==> config.mk <==
export PLATFORM = sky130hd
export DESIGN_NAME = collision_monitor
export DESIGN_NICKNAME = d
export VERILOG_FILES = /design/src/rtl/collision_pkg.sv /design/src/rtl/lsb_index.sv /design/src/rtl/collision_monitor.sv
export SDC_FILE = /design/constraint.sdc
export NUM_CORES = 1
export LEC_CHECK = 0
export CAP_MARGIN = 25
export CORE_AREA = 5 5 202 204
export CTS_BUF_LIST = sky130_fd_sc_hd__clkbuf_8
export DETAILED_ROUTE_END_ITERATION = 12
export DIE_AREA = 0 0 207 209
export GPL_ROUTABILITY_DRIVEN = 0
export PLACE_DENSITY = 0.41
export SETUP_SLACK_MARGIN = 0.2
export SYNTH_ARGS = -nofsm -noshare
export SYNTH_HDL_FRONTEND = slang
export SYNTH_SLANG_ARGS = --single-unit
==> constraint.sdc <==
create_clock -name clk -period 3.1 [get_ports clk]
set_clock_uncertainty 0.2 [all_clocks]
set_input_delay 0.775 -clock clk [delete_from_list [all_inputs] [get_ports clk]]
set_output_delay 0.775 -clock clk [all_outputs]
set_load 0.02 [all_outputs]
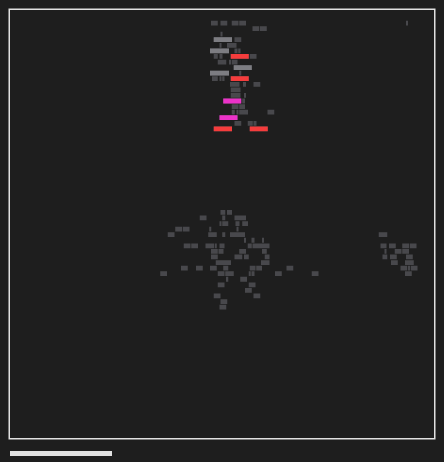
Fig. 1. Sequential cells coloured by netlist name.
The bar under the picture is 50 um long. Other sequential cells in the stronger grey, the rest of the logic in the fainter grey.
legend:
  hit_col:
    colour: red
    placed_flops: 4
    where: top middle
  conf_cnt:
    colour: magenta
    placed_flops: 2
not coloured: 4
Util after Layout: 4.93%
sequential share of cell area: 13.1%

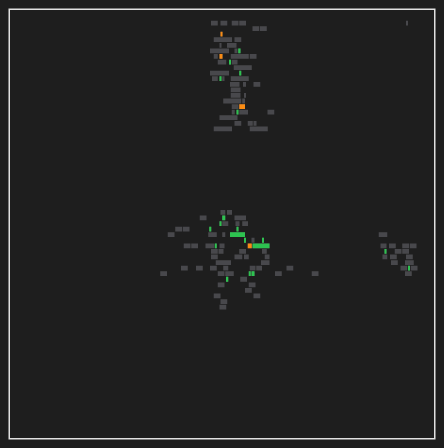
Fig. 2. Logic cells by family.
legend:
  nor cells:
    colour: orange
    cells: 4
    where: top middle
  nand cells:
    colour: green
    cells: 19
Comb area share: 26.3%
Commonest Layout Cell: clkdlybuf4s50_1
non-filler cells, final: 651

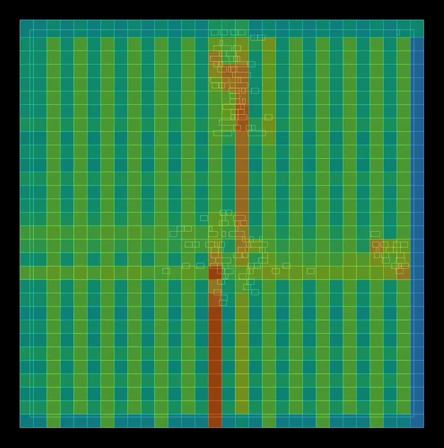
Fig. 3. Congestion heat map.
routing usage on met2: 3.74%
met1 Use GR: 2.35%

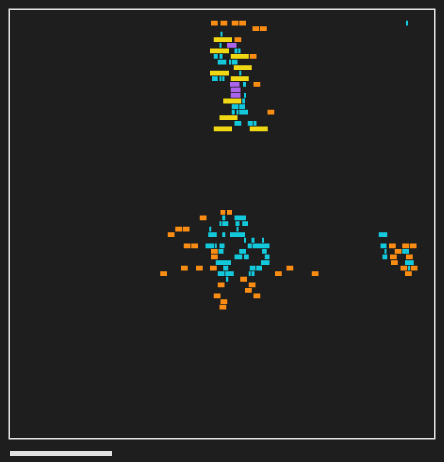
Fig. 4. Placed cells, one colour a class.
The bar under the picture is 50 um long.
legend:
  registers:
    colour: yellow
    cells: 10
    share_of_their_area: 20%
  remaining logic cells:
    colour: cyan
    cells: 67
    share_of_their_area: 41%
  remaining buffers and delay cells:
    colour: orange
    cells: 45
    share_of_their_area: 35%
  clock drivers and dummy loads:
    colour: purple
    cells: 4
    share_of_their_area: 4.3%
post-route cell area: 0.00193 sq mm
Placeable Area: 0.0391 sq mm
Site Rows: 73

==> summary.txt <==
run results: outcome finished, final reports clean, arrival time worst endpoint 2.36 ns, vias in the first global route 909, Stages on worst setup path 7, Sw Pwr 0.119 mW, Top area cell types dfrtp_1, a22oi_2, nand2_1, dfstp_2, a22oi_1, Synth Net Count 595, crit start category primary input, Die X 207 um, Top Layout Cells clkdlybuf4s50_1, nand2_1, dfrtp_1, drt via density 1.30, placed cell count 647, Crit path buffers/inverters 2, number of enable flip-flop cells 0, max incr delay on CP 0.49 ns, Worst R2R Setup Slack 1.35 ns, final wirelength 5020 um, Area after DPL 0.00187 sq mm, Post-Synth XOR/XNOR Area 1.13%, Inserted Clock Buffers 3, Worst path slowest cell clkdlybuf4s50_1, maxcap violations 0, layout cells sized above 1 15.9%, largest power group the clock network, Vert. Die Dim 209 um, Reg clk slew, reported paths 0.05 ns, Post-Synth Adder-Cell Area 1.61%, Tmin final 2.44 ns, M1 wire length 1910 um, Most common reg cell dfrtp_1, Setup-failing EPs final 0, Synth Cell Area 778 sq um, Fill cells 4681, yosys cell count 78, sw frac 26.9%, Post-synth ARST share 100%, # hold bufs at CTS 0, Yosys top cell by instances nand2_1, Static Leak 0.531 nW, DP HPWL 4540 um, Non-clock buffers 45, CP cell instances clkdlybuf4s50_1, nand2_1, a32o_1, a22oi_1, o2111a_1, o41ai_1, buf_4, Worst Path Class, Setup in -> reg, Pre-Repair DR Iteration Count 3, Synth Instances 78, Non-clock buffers, area share 23.1%, Clock Sinks 10, post-synthesis sequential area ratio 32.5%, n_taps 525, AO/OA Area Share 42.1%, Clock Path Buffers 2, post-DR wirelength/cell 7.71 um, Antenna Cells 0, WL met2 2340 um, setup TNS 0 ns, initial antenna violation count 6, Tot GR Track Use 2.25%, Clk Latency, worst-skew pair 0.23 ns, PD cells 229 mW/mm^2, Post-CTS Setup Inserts 0, met3 usage 1.56%, fin. max-slew vios 0, violation count after the first detailed-route iteration 23, clock buf count 4, syn avg cell area 9.98 sq um, sequential share of power 31.6%, number of hold violations in the final report 0, Most Used Layer, Global Route met2, yosys synthesis chip area 778 sq um, Logic cell area 507 sq um, CP top delay family AND-OR/OR-AND gates, largest net degree at the start of global routing 11, Unique cell types 36, P_seq 0.139 mW, highest metal used met5, inverter count 3, VDD IR-drop max 0.0710 mV, CTS tree built, Max Freq 0.410 GHz, top comb family, area AND-OR/OR-AND gates, CP Capture Type register, chip footprint 0.0433 sq mm, Flop area 253 sq um, Crit Path Max Fanout 2, antenna viol nets, final 0, Top class by area tap cells, first-pass GRT wire length 6730 um, cell taking the most area after synthesis dfrtp_1, P_comb 0.140 mW, nets 644, area delta synth->final 148%, Multi-In Gates 64, CTS root buffer clkbuf_8, cell-internal power 0.323 mW, IO Pins 525, Hold WC Path Type reg -> reg, YS warnings 0, Worst EP required 3.03 ns, Logic pwr share 31.7%, yosys simple share 19.8%, Vias 847, PostCTS Resize Cnt 0, H-tree depth 1, Synth Register Bits 10, worst-case reg-to-reg path depth 5, max reg flops 4, Multiplexer share 0%, OpenROAD warning count 506, flop count 10, Hold Path Stages 2, # DRC 0, PortBufs 43, Clk power 0.162 mW, Starting Density 1.99%, top post-synthesis cells by count nand2_1, dfrtp_1, a21oi_1, a22oi_2, a22oi_1, fin crit share 78.6%, clock power share 36.7%, met3 wire len 647 um, GR Overflow Total 0, unrepaired setup endpoints after global routing no, Final clock-cell share 2.86%, top cell type's share of synthesized area 25.7%
-- per-stage QoR --
| step | setup slack [ns] | hold WS [ns] | total power, mW |
|---|---|---|---|
| after floorplan | 1.10 | 0.279 | 0.198 |
| after global placement | 0.391 | 0.312 | 0.285 |
| after detailed placement | 0.391 | 0.318 | 0.285 |
| after CTS | 0.633 | 0.325 | 0.453 |
| after global routing | 0.537 | 0.339 | 0.469 |
| final | 0.662 | 0.319 | 0.442 |
-- kinds of logic after synthesis --
logic type,after synthesis
other cells,1
buf+inv,4
xor+xnor,1
fa+ha+maj,1
compound gates,36
flops,10
simple gates,25
Power and IR drop assume default switching activity.
